==> src/rtl/fetch_sequencer.sv <==
// fetch_sequencer
//
// Instruction-fetch controller for the single-issue core. Holds the program
// counter, drives the combinational instruction memory address, captures the
// returned word into a registered output slot and presents it to decode over
// a valid/ready handshake. Taken branches/jumps redirect the fetch stream.
//
// Parameters:
//   AW  instruction memory address width (word addressed)
//   DW  instruction width
//
// Ports:
//   clk, rst_n     rising-edge clock, asynchronous active-low reset
//   start          begin fetching at start_addr (only in IDLE or HALT)
//   start_addr     first fetch address
//   imem_addr      address to instruction memory (the pc register)
//   imem_rdata     instruction memory read data, combinational from imem_addr
//   instr          registered instruction word
//   instr_pc       address the word in instr was fetched from
//   instr_valid    instr/instr_pc hold an unconsumed instruction
//   instr_ready    decode accepts instr this cycle
//   redirect       taken branch/jump (only honoured while fetching)
//   redirect_addr  new fetch address
//   busy           state is FETCH
//   halted         state is HALT
//
// Optional feature macro: FETCH_HALT_EN
//   When defined, an all-zero instruction word stops fetching (HALT state)
//   instead of being issued. When undefined, zero words are issued as NOPs
//   and fetch runs until reset, wrapping at the top of memory.

module fetch_sequencer #(
    parameter int AW = 8,
    parameter int DW = 32
) (
    input  logic          clk,
    input  logic          rst_n,
    input  logic          start,
    input  logic [AW-1:0] start_addr,
    output logic [AW-1:0] imem_addr,
    input  logic [DW-1:0] imem_rdata,
    output logic [DW-1:0] instr,
    output logic [AW-1:0] instr_pc,
    output logic          instr_valid,
    input  logic          instr_ready,
    input  logic          redirect,
    input  logic [AW-1:0] redirect_addr,
    output logic          busy,
    output logic          halted
);

    typedef enum logic [1:0] {
        IDLE  = 2'd0,
        FETCH = 2'd1,
        HALT  = 2'd2
    } state_t;

    state_t        state;
    logic [AW-1:0] pc;

    // The slot can take a new word when it is empty or its word is being
    // handed to decode on this same edge.
    logic slot_free;
    assign slot_free = !instr_valid || instr_ready;

    always_ff @(posedge clk or negedge rst_n) begin
        if (!rst_n) begin
            state       <= IDLE;
            pc          <= '0;
            instr       <= '0;
            instr_pc    <= '0;
            instr_valid <= 1'b0;
        end else begin
            case (state)
                IDLE, HALT: begin
                    if (start) begin
                        pc          <= start_addr;
                        instr_valid <= 1'b0;
                        state       <= FETCH;
                    end
                end
                FETCH: begin
                    // Redirect wins over capture: any pending word is
                    // dropped (a word handshaked this edge was consumed).
                    if (redirect) begin
                        pc          <= redirect_addr;
                        instr_valid <= 1'b0;
                    end else if (slot_free) begin
`ifdef FETCH_HALT_EN
                        if (imem_rdata == '0) begin
                            // Zero word is not captured; pc stays on it. The
                            // slot is free, so whatever it held is consumed.
                            instr_valid <= 1'b0;
                            state       <= HALT;
                        end else begin
                            instr       <= imem_rdata;
                            instr_pc    <= pc;
                            instr_valid <= 1'b1;
                            pc          <= pc + 1'b1;
                        end
`else
                        instr       <= imem_rdata;
                        instr_pc    <= pc;
                        instr_valid <= 1'b1;
                        pc          <= pc + 1'b1;
`endif
                    end
                end
                default: begin
                    state       <= IDLE;
                    instr_valid <= 1'b0;
                end
            endcase
        end
    end

    assign imem_addr = pc;
    assign busy      = (state == FETCH);
    assign halted    = (state == HALT);

endmodule

==> config.mk <==
export PLATFORM = sky130hd
export DESIGN_NAME = fetch_sequencer
export DESIGN_NICKNAME = d
export VERILOG_FILES = /design/src/rtl/fetch_sequencer.sv
export SDC_FILE = /design/constraint.sdc
export NUM_CORES = 1
export LEC_CHECK = 0
export CORE_MARGIN = 5
export CORE_UTILIZATION = 38
export CTS_CLUSTER_DIAMETER = 120
export CTS_CLUSTER_SIZE = 8
export DETAILED_ROUTE_END_ITERATION = 10
export GPL_TIMING_DRIVEN = 0
export HOLD_SLACK_MARGIN = 0.03
export PLACE_DENSITY = 0.77
export SYNTH_ARGS = -nofsm -noshare
export SYNTH_HDL_FRONTEND = slang
export SYNTH_SLANG_ARGS = --single-unit
export TNS_END_PERCENT = 10
==> constraint.sdc <==
create_clock -name clk -period 1.51 [get_ports clk]
set_clock_uncertainty 0.05 [all_clocks]
set_input_delay 0.2265 -clock clk [delete_from_list [all_inputs] [get_ports clk]]
set_output_delay 0.2265 -clock clk [all_outputs]
set_load 0.05 [all_outputs]
### Sequential cells colored by netlist name

(3 px per um) Other sequential cells in the stronger gray, the rest of the logic in the fainter gray.
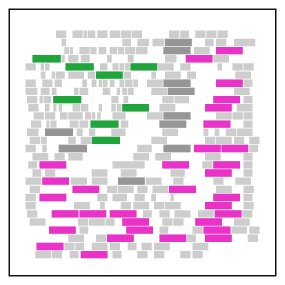
- instr: magenta (flops 32)
- imem_addr: green (flops 8)
- not colored: 10
register area: 0.00126 sq mm
final core occ: 60.0%
Flop+latch power: 1.71 mW
Seq area share: 35.2%

### Metal 3

(3 px per um) Cells faint in the background.
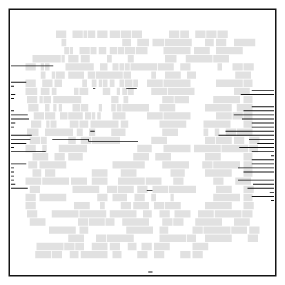
- main direction: horizontal
- wire length on this layer: 326 um

==> run notes <==
run metrics: critical path peak fanout 10, Setup violations, final 25, Die Ht 88.3 um, switching share of power 38.0%, gp weighted congestion 0.800, clock power share 21.1%, post-synth area from yosys stat 0.00233 sq mm, Finished Cell Area 0.00357 sq mm, Max clock buf depth 2, worst r2r dst instr[30]$_DFFE_PN0P_, CTS root buf clkbuf_8, initial antenna violation count 0, Post-Route WL 5670 um, Top Layout Cells 50 x clkdlybuf4s50_1, 43 x dfrtp_1, 40 x mux2_4, Slew @ Worst Pin 0.543 ns, Area growth, synth to finish 53.3%, Sw Pwr 1.67 mW, area leader, netlist dfrtp_1, violated checks negative setup slack, Simple-Gate Area Share 7.94%, global-route wire length before repair 8930 um, Yosys top cell by instances dfrtp_1, DR DRC count 0, Detailed Place HPWL 4340 um, Post-DRT Antenna Nets 0, cells in synth_stat.txt 165, Setup WS post-layout -0.00882 ns, Seq share, synth 53.6%, GRT Util Overall 14.8%, setup bufs post-CTS 0, period utilization 101%, final std cells w/o fill 352, ratio of cells with drive above 1 in the final layout 30.3%, Main logic family multiplexers, post-synthesis average cell area 14.1 sq um, Placed Area 0.00348 sq mm, R2R cell count 4, Top cell excl fill/tap clkdlybuf4s50_1, Die X 88.3 um, largest net degree at the start of global routing 30, Log Warnings 29, crit path kind register to register, ys flops 50, CP top delay family simple AND/OR/NAND/NOR gates, async set-or-reset flop fraction in the synthesized netlist 100%, clk latency late pin 0.30 ns, Seq pwr share 39.0%, Top pwr grp combinational logic, crit path capture instr[30]$_DFFE_PN0P_, outcome complete, but fails checks, Fmax 658 MHz, Power Internal 2.73 mW, Hold Fails Final Rpt 0, drt pass-1 iters 4, DRT iter0 DRCs 23, gr ovfl total 0, flop2flop setup slack -0.009 ns, max-cap viol count 0, distinct cell type count of the synthesized netlist 31, fp util 39.2%, slowest stage cell, crit path dfrtp_2, drt via density 4.74, Pwr Total 4.40 mW, Synth Instances 165, RSZ-0062 raised after global routing yes, Yosys warning count 0, Main synth FF type dfrtp_1, total CTS buffers 5, worst slack at placement -0.424 ns, pwr dens 1230 mW/mm^2, CP Data Required Time 1.64 ns, Hold WS 0.405 ns, total die size 0.00780 sq mm, yosys adder share 0.536%, final net count 330, max incr delay on CP 0.42 ns, Setup crit start kind register, Syn Nets 219, vias in the first global route 1819, VDD IR max 567 uV, post-cts gate resize count 70, Final Max-Slew Violation Tally 0, flip-flops with a built-in enable 0, Sink Count 50, CP Cell Sequence nor2b_4 > and2b_4 > buf_8 > mux2_4, H-tree Lvls 2
### Metal layers overlaid

(3 px per um)
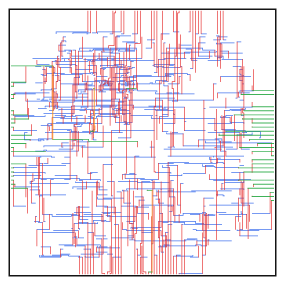
- M2: red (wire length 2820 um)
- M3: green (wire length 326 um)
- M1: blue (wire length 2460 um)
- M4: orange (wire length 66.0 um)

-- layout make-up --
cell class | instances | area (sq um)
plain buffers | 8 | 83.8
inverters | 2 | 7.51
clock inverters | 2 | 37.5
repair buffers | 104 | 993
clock buffers | 6 | 72.6
well taps | 75 | 93.8
flip-flops and latches | 50 | 1260
fillers | 514 | 2380
multi-input cells | 105 | 1030
-- sequential cells by signal, summed over array words and instances, names as in the netlist --
| signal | cells |
|---|---|
| instr | 32 |
| imem_addr | 8 |
| instr_pc | 8 |
| instr_valid | 1 |
| state | 1 |
-- layer usage --
layer	track usage [%]	vias to the layer above	part of all wire, %
met1	18.6	806	43
met2	25.0	53	50
met3	2.98	6	5.7
met4	5.63	0	1.1
met5	0	-	0
li1	-	803	-
No activity file was given, so power comes from the tool's default toggle rates.
